===== config.mk =====
export PLATFORM = sky130hd
export DESIGN_NAME = mem_stage
export DESIGN_NICKNAME = d
export VERILOG_FILES = /design/src/rtl/mem_stage.sv
export SDC_FILE = /design/constraint.sdc
export NUM_CORES = 1
export LEC_CHECK = 0
export CORE_ASPECT_RATIO = 1.2
export CORE_UTILIZATION = 45
export CTS_CLUSTER_SIZE = 10
export DETAILED_ROUTE_END_ITERATION = 10
export GPL_ROUTABILITY_DRIVEN = 0
export PLACE_DENSITY = 0.8
export SYNTH_ARGS = -nofsm -noshare
export SYNTH_HDL_FRONTEND = slang
export SYNTH_SLANG_ARGS = --single-unit

===== constraint.sdc =====
create_clock -name clk -period 2.6 [get_ports clk]
set_input_delay 0.52 -clock clk [delete_from_list [all_inputs] [get_ports clk]]
set_output_delay 0.52 -clock clk [all_outputs]
set_load 0.05 [all_outputs]

===== src/rtl/mem_stage.sv =====
// EX/MEM pipeline latch and data-memory access stage: captures ex results, runs
// byte/half/word loads and stores over a req/ack port, and registers the writeback result.
//
// state | meaning
// IDLE  | latch accepts ex_* every edge; non-memory results retire one edge later
// REQ   | memory access outstanding; outputs held, pipeline stalled until ack
module mem_stage #(
    parameter int DATA_W  = 32,
    parameter int RADDR_W = 5,
    parameter int OP_W    = 8
) (
    input  logic               clk,
    input  logic               rst,
    input  logic               flush_i,
    input  logic [RADDR_W-1:0] ex_wd_i,
    input  logic               ex_wreg_i,
    input  logic [DATA_W-1:0]  ex_wdata_i,
    input  logic [OP_W-1:0]    ex_aluop_i,
    input  logic [DATA_W-1:0]  ex_mem_addr_i,
    input  logic [DATA_W-1:0]  ex_reg2_i,
    input  logic [DATA_W-1:0]  ex_pc_i,
    output logic               dmem_req_o,
    output logic               dmem_we_o,
    output logic [3:0]         dmem_be_o,
    output logic [DATA_W-1:0]  dmem_addr_o,
    output logic [DATA_W-1:0]  dmem_wdata_o,
    input  logic               dmem_ack_i,
    input  logic [DATA_W-1:0]  dmem_rdata_i,
    output logic [RADDR_W-1:0] wb_wd_o,
    output logic               wb_wreg_o,
    output logic [DATA_W-1:0]  wb_wdata_o,
    output logic [DATA_W-1:0]  wb_pc_o,
    output logic               addr_err_o,
    output logic               stallreq_o
);

    localparam logic [OP_W-1:0] OP_NOP = OP_W'(8'h00);
    localparam logic [OP_W-1:0] OP_LB  = OP_W'(8'he0);
    localparam logic [OP_W-1:0] OP_LH  = OP_W'(8'he1);
    localparam logic [OP_W-1:0] OP_LW  = OP_W'(8'he3);
    localparam logic [OP_W-1:0] OP_SB  = OP_W'(8'he8);
    localparam logic [OP_W-1:0] OP_SH  = OP_W'(8'he9);
    localparam logic [OP_W-1:0] OP_SW  = OP_W'(8'heb);

    typedef enum logic {
        IDLE = 1'b0,
        REQ  = 1'b1
    } state_t;

    state_t state, state_nxt;

    logic [RADDR_W-1:0] l_wd;
    logic               l_wreg;
    logic [DATA_W-1:0]  l_wdata;
    logic [OP_W-1:0]    l_aluop;
    logic [DATA_W-1:0]  l_pc;
    logic [1:0]         l_alo;
    logic               l_err;

    logic               ex_mem, ex_we, ex_mis, ex_go, cap_en;
    logic [3:0]         ex_be;
    logic [DATA_W-1:0]  ex_wdata;
    logic               l_load;
    logic [7:0]         ld_byte;
    logic [15:0]        ld_half;
    logic [DATA_W-1:0]  ld_data;

    // Decode the incoming ex op directly so the request issues at its capture edge.
    always_comb begin
        ex_mem   = 1'b0;
        ex_mis   = 1'b0;
        ex_be    = 4'b0000;
        ex_wdata = ex_reg2_i;
        case (ex_aluop_i)
            OP_LB, OP_SB: begin
                ex_mem   = 1'b1;
                ex_be    = 4'b0001 << ex_mem_addr_i[1:0];
                ex_wdata = {4{ex_reg2_i[7:0]}};
            end
            OP_LH, OP_SH: begin
                ex_mem   = 1'b1;
                ex_mis   = ex_mem_addr_i[0];
                ex_be    = ex_mem_addr_i[1] ? 4'b1100 : 4'b0011;
                ex_wdata = {2{ex_reg2_i[15:0]}};
            end
            OP_LW, OP_SW: begin
                ex_mem = 1'b1;
                ex_mis = |ex_mem_addr_i[1:0];
                ex_be  = 4'b1111;
            end
            default: ;
        endcase
        ex_we = (ex_aluop_i == OP_SB) | (ex_aluop_i == OP_SH) | (ex_aluop_i == OP_SW);
        ex_go = ex_mem & ~ex_mis & ~flush_i;
    end

    always_comb begin
        l_load  = (l_aluop == OP_LB) | (l_aluop == OP_LH) | (l_aluop == OP_LW);
        ld_byte = dmem_rdata_i[{l_alo, 3'b000} +: 8];
        ld_half = dmem_rdata_i[{l_alo[1], 4'b0000} +: 16];
        case (l_aluop)
            OP_LB:   ld_data = {{(DATA_W-8){ld_byte[7]}}, ld_byte};
            OP_LH:   ld_data = {{(DATA_W-16){ld_half[15]}}, ld_half};
            default: ld_data = dmem_rdata_i;
        endcase
    end

    always_comb begin
        state_nxt  = state;
        stallreq_o = 1'b0;
        cap_en     = 1'b0;
        case (state)
            IDLE: begin
                cap_en = 1'b1;
                if (ex_go) state_nxt = REQ;
            end
            REQ: begin
                stallreq_o = ~dmem_ack_i;
                cap_en     = dmem_ack_i;
                if (dmem_ack_i) state_nxt = ex_go ? REQ : IDLE;
            end
            default: state_nxt = IDLE;
        endcase
    end

    always_ff @(posedge clk) begin
        if (rst) state <= IDLE;
        else     state <= state_nxt;
    end

    always_ff @(posedge clk) begin
        if (rst) begin
            dmem_req_o   <= 1'b0;
            dmem_we_o    <= 1'b0;
            dmem_be_o    <= 4'b0000;
            dmem_addr_o  <= '0;
            dmem_wdata_o <= '0;
            wb_wd_o      <= '0;
            wb_wreg_o    <= 1'b0;
            wb_wdata_o   <= '0;
            wb_pc_o      <= '0;
            addr_err_o   <= 1'b0;
            l_wd         <= '0;
            l_wreg       <= 1'b0;
            l_wdata      <= '0;
            l_aluop      <= OP_NOP;
            l_pc         <= '0;
            l_alo        <= 2'b00;
            l_err        <= 1'b0;
        end else begin
            if (state == IDLE) begin
                wb_wd_o    <= l_wd;
                wb_wreg_o  <= l_wreg & ~l_err;
                wb_wdata_o <= l_wdata;
                wb_pc_o    <= l_pc;
                addr_err_o <= l_err;
            end else if (dmem_ack_i) begin
                dmem_req_o <= 1'b0;
                wb_wd_o    <= l_wd;
                wb_pc_o    <= l_pc;
                addr_err_o <= 1'b0;
                if (l_load) begin
                    wb_wdata_o <= ld_data;
                    wb_wreg_o  <= l_wreg & ~flush_i;
                end else begin
                    wb_wreg_o  <= 1'b0;
                end
            end else begin
                // A flush while waiting only kills the result; the access itself completes.
                wb_wreg_o  <= 1'b0;
                addr_err_o <= 1'b0;
                if (flush_i) l_wreg <= 1'b0;
            end

            if (cap_en) begin
                l_wd    <= ex_wd_i;
                l_wdata <= ex_wdata_i;
                l_pc    <= ex_pc_i;
                l_alo   <= ex_mem_addr_i[1:0];
                l_wreg  <= ex_wreg_i & ~flush_i;
                l_aluop <= flush_i ? OP_NOP : ex_aluop_i;
                l_err   <= ex_mem & ex_mis & ~flush_i;
                if (ex_go) begin
                    dmem_req_o   <= 1'b1;
                    dmem_we_o    <= ex_we;
                    dmem_be_o    <= ex_be;
                    dmem_addr_o  <= {ex_mem_addr_i[DATA_W-1:2], 2'b00};
                    dmem_wdata_o <= ex_wdata;
                end
            end
        end
    end

endmodule


==> images/wires.png <==
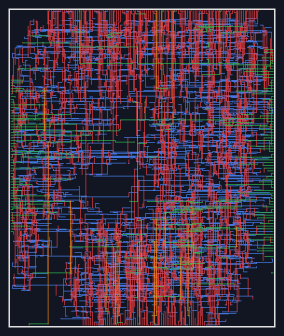
layer	colour	wire length
metal 4	orange	959 um
metal 3	green	2050 um
metal 1	blue	11600 um
metal 2	red	14100 um

==> images/logic_types.png <==
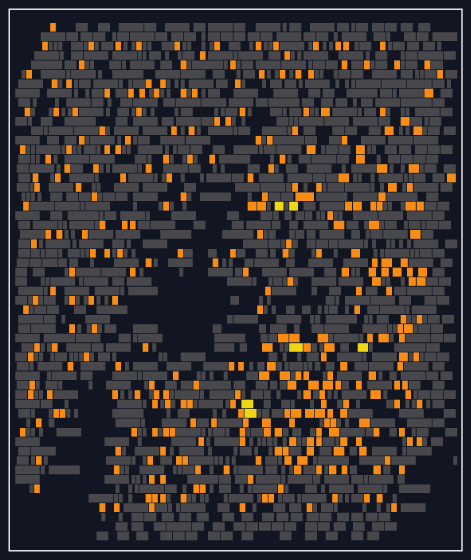
family	colour	cells
inverting AOI/OAI gates	orange	310
AND-OR and OR-AND gates	yellow	6

==> flow_metrics.tcl <==
# metrics dict for downstream scripts
set metrics [dict create \
    status "complete, no violations" \
    rsz0062_at_grt "false" \
    finalClockPeriodUsage_pct 86.6 \
    drv_slew 0 \
    cp_data_required_time_ns 2.08 \
    io_buffer_count 317 \
    setup_ws_ns 0.349 \
    via_count 9034 \
    synth.avg_cell_area_um2 7.64 \
    postSynthSeqShare_pct 49.8 \
    topCellsByArea "dfxtp_1, nand2_1, a21oi_1" \
    ir_worst_vdd_mv 0.518 \
    ys_cells 1163 \
    pin_count 320 \
    avgViaCountPerCell 5.31 \
    routed_wl_um 28600 \
    tightest_slew_ns 0.826 \
    cp.arrival_ns 1.73 \
    grt_pass1_wl_um 44300 \
    hold_buffers 0 \
    whs_ns 0.447 \
]
==> images/clk_routes.png <==
Scale bar: 50 um.
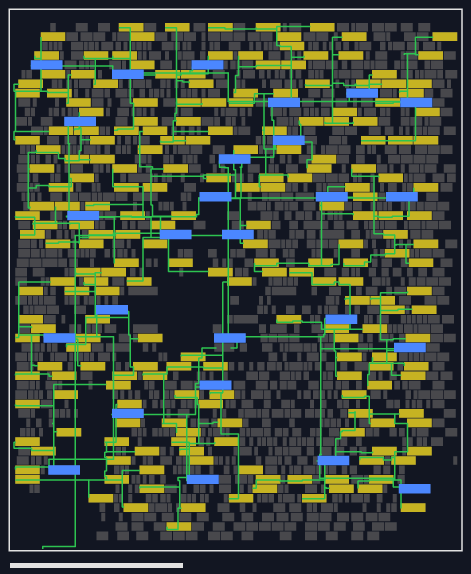
[clock wires] green | length: 2750 um
[clock drivers] blue | count: 26
[flip-flops] yellow | count: 221
routed clock nets	27

==> images/clocks.png <==
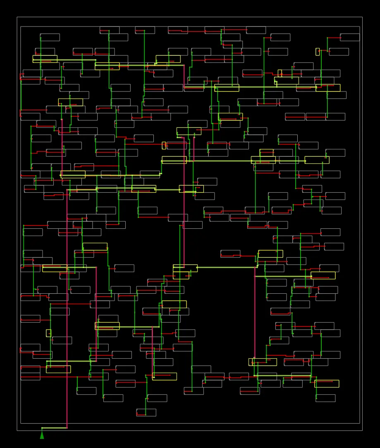
Clock Power: 0.00313 W
sequential cells: 221

-- kinds of logic after synthesis --
logic type      share of synthesized area (%)
compound gates                           20.3
flops                                    49.8
mux                                      1.93
simple gates                             23.3
other cells                            0.0422
buf+inv                                  4.66
-- cells in the final DEF, fill, tap and decap left out, types with 15 or more instances in the layout --
| master | instances |
|---|---|
| mux2i_1 | 16 |
| buf_4 | 18 |
| a31oi_1 | 15 |
| clkdlybuf4s50_1 | 315 |
| dfxtp_1 | 221 |
| nand2_1 | 373 |
| o21ai_0 | 29 |
| a21oi_1 | 206 |
| clkbuf_16 | 26 |
| nor2_1 | 76 |
-- area by class of cell --
class | instances | area, um^2 | share of cell area (%)
Inverter | 7 | 27.5 | 0.212
Tap cell | 256 | 320 | 2.47
Clock inverter | 2 | 21.3 | 0.164
Sequential cell | 221 | 4420 | 34.1
Multi-Input combinational cell | 841 | 4060 | 31.2
Timing Repair Buffer | 342 | 3460 | 26.6
Clock buffer | 31 | 679 | 5.23
-- per-layer routing --
metal  track usage (%)  vias up  share of wire (%)
li1                  -     4453                  -
met1              34.3     4145                 40
met2              46.3      373                 49
met3              5.08       63                7.1
met4              10.7        0                3.3
met5                 0        -                  0
-- power by group --
group	total, W	switching (W)	leakage [nW]	internal, W
clock	0.00313	0.00132	0.343	0.00181
combinational	0.000924	0.000481	2.75	0.000443
sequential	0.00357	0.0000672	1.81	0.00350
-- state kept, by name, summed over array words and instances (netlist names), 5 cells and up --
register and cells:
l_wd 5, l_wdata 32, wb_pc_o 32, wb_wd_o 5
wb_wdata_o 32, l_pc 32, l_aluop 8, dmem_addr_o 30
dmem_wdata_o 32
-- worst register-to-register path, delay by kind of cell (launching register included) --
family	cells	cell delay, ns
and+or+nand+nor	3	0.62
DFF	1	0.69
AOI/OAI and AO/OA	2	0.61
-- metrics by stage --
step	total power [W]	cells
2_1_floorplan	0.00407	1164
4_1_cts	0.00768	1700
5_1_grt	0.00789	1700
3_3_place_gp	0.00455	1667
6_report	0.00763	1700
3_5_place_dp	0.00456	1667
-- worst paths after layout --
| check | end | from | depth (start not counted) |
|---|---|---|---|
| max | wb_wdata_o[19] | wb_wdata_o[19] | 1 |
| min | l_aluop[6] | l_aluop[6] | 2 |
| max reg2reg | wb_wdata_o[4] | l_aluop[0] | 5 |
| min reg2reg | l_aluop[6] | l_aluop[6] | 2 |
Power is estimated from default activity; no workload was simulated.
